File: src/rtl/bp_pkg.sv
// Shared branch-predictor constants and the queued prediction record.
package bp_pkg;

  localparam int unsigned BPTAG_W = 16;
  localparam int unsigned PC_W    = 30;

  typedef struct packed {
    logic [PC_W-1:0]    addr;
    logic [BPTAG_W-1:0] bptag;
    logic               bptaken;
  } bp_entry_t;

  localparam int unsigned BP_ENTRY_W = $bits(bp_entry_t);

endpackage

File: src/rtl/bp_queue_sync_fifo.sv
// Generic register-array FIFO with synchronous clear; read data is combinational from head.
module sync_fifo #(
  parameter int unsigned WIDTH = 8,
  parameter int unsigned DEPTH = 8
) (
  input  logic                       clk,
  input  logic                       rst,
  input  logic                       clr,
  input  logic                       wr_en,
  input  logic [WIDTH-1:0]           wr_data,
  input  logic                       rd_en,
  output logic [WIDTH-1:0]           rd_data,
  output logic [$clog2(DEPTH+1)-1:0] count,
  output logic                       empty
);

  localparam int unsigned PTR_W = (DEPTH > 1) ? $clog2(DEPTH) : 1;
  localparam int unsigned CNT_W = $clog2(DEPTH+1);

  logic [WIDTH-1:0] mem [DEPTH];
  logic [PTR_W-1:0] wr_ptr;
  logic [PTR_W-1:0] rd_ptr;
  logic             full;
  logic             wr_ok;
  logic             rd_ok;

  assign full    = (count == CNT_W'(DEPTH));
  assign empty   = (count == '0);
  assign wr_ok   = wr_en & (~full | rd_en);
  assign rd_ok   = rd_en & ~empty;
  assign rd_data = mem[rd_ptr];

  // Entry storage: written at tail, deliberately not reset.
  always_ff @(posedge clk) begin
    if (wr_ok) begin
      mem[wr_ptr] <= wr_data;
    end
  end

  // Pointers and occupancy; clear behaves like reset and overrides any transfer.
  always_ff @(posedge clk) begin
    if (rst || clr) begin
      wr_ptr <= '0;
      rd_ptr <= '0;
      count  <= '0;
    end else begin
      if (wr_ok) begin
        wr_ptr <= wr_ptr + 1'b1;
      end
      if (rd_ok) begin
        rd_ptr <= rd_ptr + 1'b1;
      end
      case ({wr_ok, rd_ok})
        2'b10:   count <= count + 1'b1;
        2'b01:   count <= count - 1'b1;
        default: count <= count;
      endcase
    end
  end

endmodule

File: src/rtl/bp_queue.sv
// Branch-prediction queue: pairs each fetch request with the predictor response one
// cycle later, buffers the results in order for decode, back-pressures fetch, and
// discards everything on a pipeline flush.
module bp_queue
  import bp_pkg::*;
#(
  parameter int unsigned DEPTH = 8
) (
  input  logic               clk,
  input  logic               rst,
  input  logic               fetch_bp_req,
  input  logic [PC_W-1:0]    fetch_bp_addr,
  input  logic [BPTAG_W-1:0] brpred_bptag,
  input  logic               brpred_bptaken,
  input  logic               rob_flush,
  input  logic               decode_bpq_ready,
  output logic               bpq_stall,
  output logic               bpq_valid,
  output logic [PC_W-1:0]    bpq_addr,
  output logic [BPTAG_W-1:0] bpq_bptag,
  output logic               bpq_bptaken
);

  localparam int unsigned CNT_W = $clog2(DEPTH+1);

  logic             acc;
  logic             enq;
  logic             deq;
  logic             pend_r;
  logic [PC_W-1:0]  addr_r;
  logic [CNT_W-1:0] count;
  logic             empty;
  logic [CNT_W:0]   occ;
  bp_entry_t        wr_entry;
  bp_entry_t        rd_entry;

  // Stall counts the in-flight request as occupied and ignores a same-cycle dequeue,
  // so it depends only on registered state.
  assign occ       = {1'b0, count} + {{CNT_W{1'b0}}, pend_r};
  assign bpq_stall = (occ >= (CNT_W+1)'(DEPTH));

  assign acc = fetch_bp_req & ~bpq_stall & ~rob_flush;
  assign enq = pend_r & ~rob_flush;
  assign deq = bpq_valid & decode_bpq_ready & ~rob_flush;

  assign wr_entry = '{addr: addr_r, bptag: brpred_bptag, bptaken: brpred_bptaken};

  // Hold the accepted request until its predictor response arrives next cycle.
  always_ff @(posedge clk) begin
    if (rst) begin
      pend_r <= 1'b0;
    end else begin
      pend_r <= acc;
    end
  end

  // Request address capture; only meaningful while pend_r is set.
  always_ff @(posedge clk) begin
    if (acc) begin
      addr_r <= fetch_bp_addr;
    end
  end

  sync_fifo #(
    .WIDTH (BP_ENTRY_W),
    .DEPTH (DEPTH)
  ) u_fifo (
    .clk     (clk),
    .rst     (rst),
    .clr     (rob_flush),
    .wr_en   (enq),
    .wr_data (wr_entry),
    .rd_en   (deq),
    .rd_data (rd_entry),
    .count   (count),
    .empty   (empty)
  );

  assign bpq_valid   = ~empty;
  assign bpq_addr    = rd_entry.addr;
  assign bpq_bptag   = rd_entry.bptag;
  assign bpq_bptaken = rd_entry.bptaken;

endmodule

File: config.mk
export PLATFORM = sky130hd
export DESIGN_NAME = bp_queue
export DESIGN_NICKNAME = d
export VERILOG_FILES = /design/src/rtl/bp_pkg.sv /design/src/rtl/bp_queue_sync_fifo.sv /design/src/rtl/bp_queue.sv
export SDC_FILE = /design/constraint.sdc
export NUM_CORES = 1
export LEC_CHECK = 0
export CELL_PAD_IN_SITES_DETAIL_PLACEMENT = 0
export CELL_PAD_IN_SITES_GLOBAL_PLACEMENT = 1
export CORE_MARGIN = 3
export CORE_UTILIZATION = 50
export CTS_CLUSTER_SIZE = 14
export DETAILED_ROUTE_END_ITERATION = 6
export PLACE_DENSITY_LB_ADDON = 0.1
export SYNTH_ARGS = -nofsm -noshare
export SYNTH_HDL_FRONTEND = slang
export SYNTH_SLANG_ARGS = --single-unit
File: constraint.sdc
create_clock -name clk -period 9.2 [get_ports clk]
set_clock_uncertainty 0.05 [all_clocks]
set_input_delay 1.84 -clock clk [delete_from_list [all_inputs] [get_ports clk]]
set_output_delay 1.84 -clock clk [all_outputs]
set_load 0.01 [all_outputs]
==> out/qor.csv <==
metric;value;unit
run_status;finished, final reports clean;
ys_sh_adder;0.5553;%
clock_area_share;7.127;%
crit_family;buffers and inverters;
fin_ws;3423;ps
hp-start;u_fifo.rd_ptr[2];
viasPerCell;5.724;
clkTransAtPathRegs;60;ps
first_iter_violations;461;
drv_slew;0;
synth_warnings;0;
worstSetupEndpointType;output pin;
worstPathCellList;buf_4, mux4_2, mux2_2, clkdlybuf4s50_1;
synth_cell_type_count;33;
antennaDiodeCount;1;
m1WireLength;12.80;mm
wl_met3;1.374;mm
gr-usage-met3;3.562;%
synth_xor_xnor_area_share;0.3332;%
p_seq;2.11;mW
maxCapViolations;0;
die_h;183.6;µm
p_comb_share;1.6;%
cts-buffers-inserted;43;
antenna_found_initial;1;
area_leaders;edfxtp_1, mux4_2, mux2_2, dfxtp_1, ha_1;
ys_sh_aoi;0.4363;%
signal_buffers;115;
taps;396;
p_clk_share;42.8;%
grt_pass1_vias;7705;
min_period;5777;ps
p_total;3.803;mW
grt_busiest_layer;met2;
cp-start-kind;register;
nClkBuffers;54;
powerClk;1.63;mW
comb_cells;212;
htree_levels;2;
warnings;29;
clock-sinks;420;
drc_errors;0;
final_antenna_net_count;0;
final_nets;854;
==> cell usage after synthesis, drive strengths merged <==
master    n
edfxtp  406
mux4     94
mux2     47
buf      19
nor2     16
dfxtp    14
clkbuf   11
ha        7
nand2     5
nand3     5
a21oi     4
mux2i     4
xor2      4
inv       3
nand2b    3
nor3      3
a21o      2
nor2b     2
nor4      2
o21ai     2
xnor2     2
a211o     1
a31o      1
a31oi     1
and3      1
and3b     1
nand3b    1
or2       1
or3       1
or4       1
or4b      1
==> registers in the layout, indices dropped and copies added, names as in the netlist, named ones only <==
| signal | count |
|---|---|
| u_fifo.mem | 376 |
| addr_r | 30 |
| u_fifo.count | 4 |
| u_fifo.rd_ptr | 3 |
| u_fifo.wr_ptr | 3 |
| pend_r | 1 |
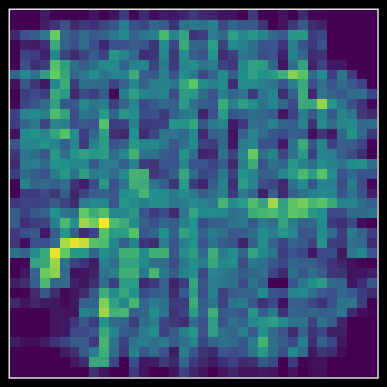
*Wiring heat map*
Drawn at 2 px/µm. The die is cut into 37 by 37 equal tiles; dark purple is low, yellow is high, scaled to the fullest tile. Values are wire area over tile area, all layers added.
nearly empty tiles = 9.9%
tiles over half the peak = 15%
mean over tiles = 0.14
fullest tile = 0.46

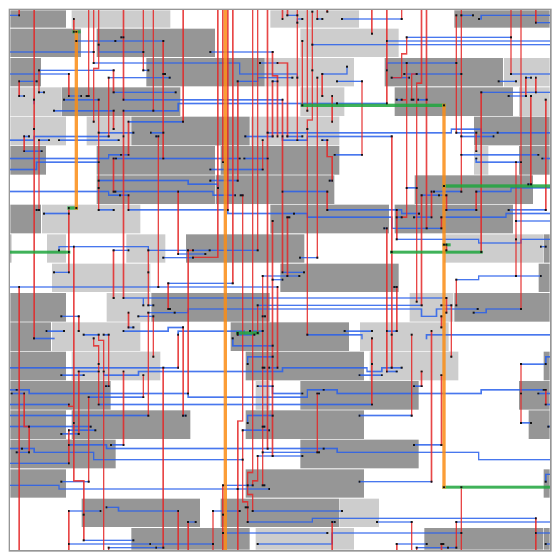
*Zoomed window*
Region (67, 104) to (117, 154) µm. Cells in grey, sequential cells in the stronger grey; small squares are vias.
blue -> M1
green -> M3
red -> M2
orange -> M4
most frequent = edfxtp_1 (33), mux4_2 (10), clkbuf_16 (6)
sequential cells in the window = 33
cells with their middle in the window = 58
netlist names of flops here include = u_fifo.mem (30), addr_r (3)

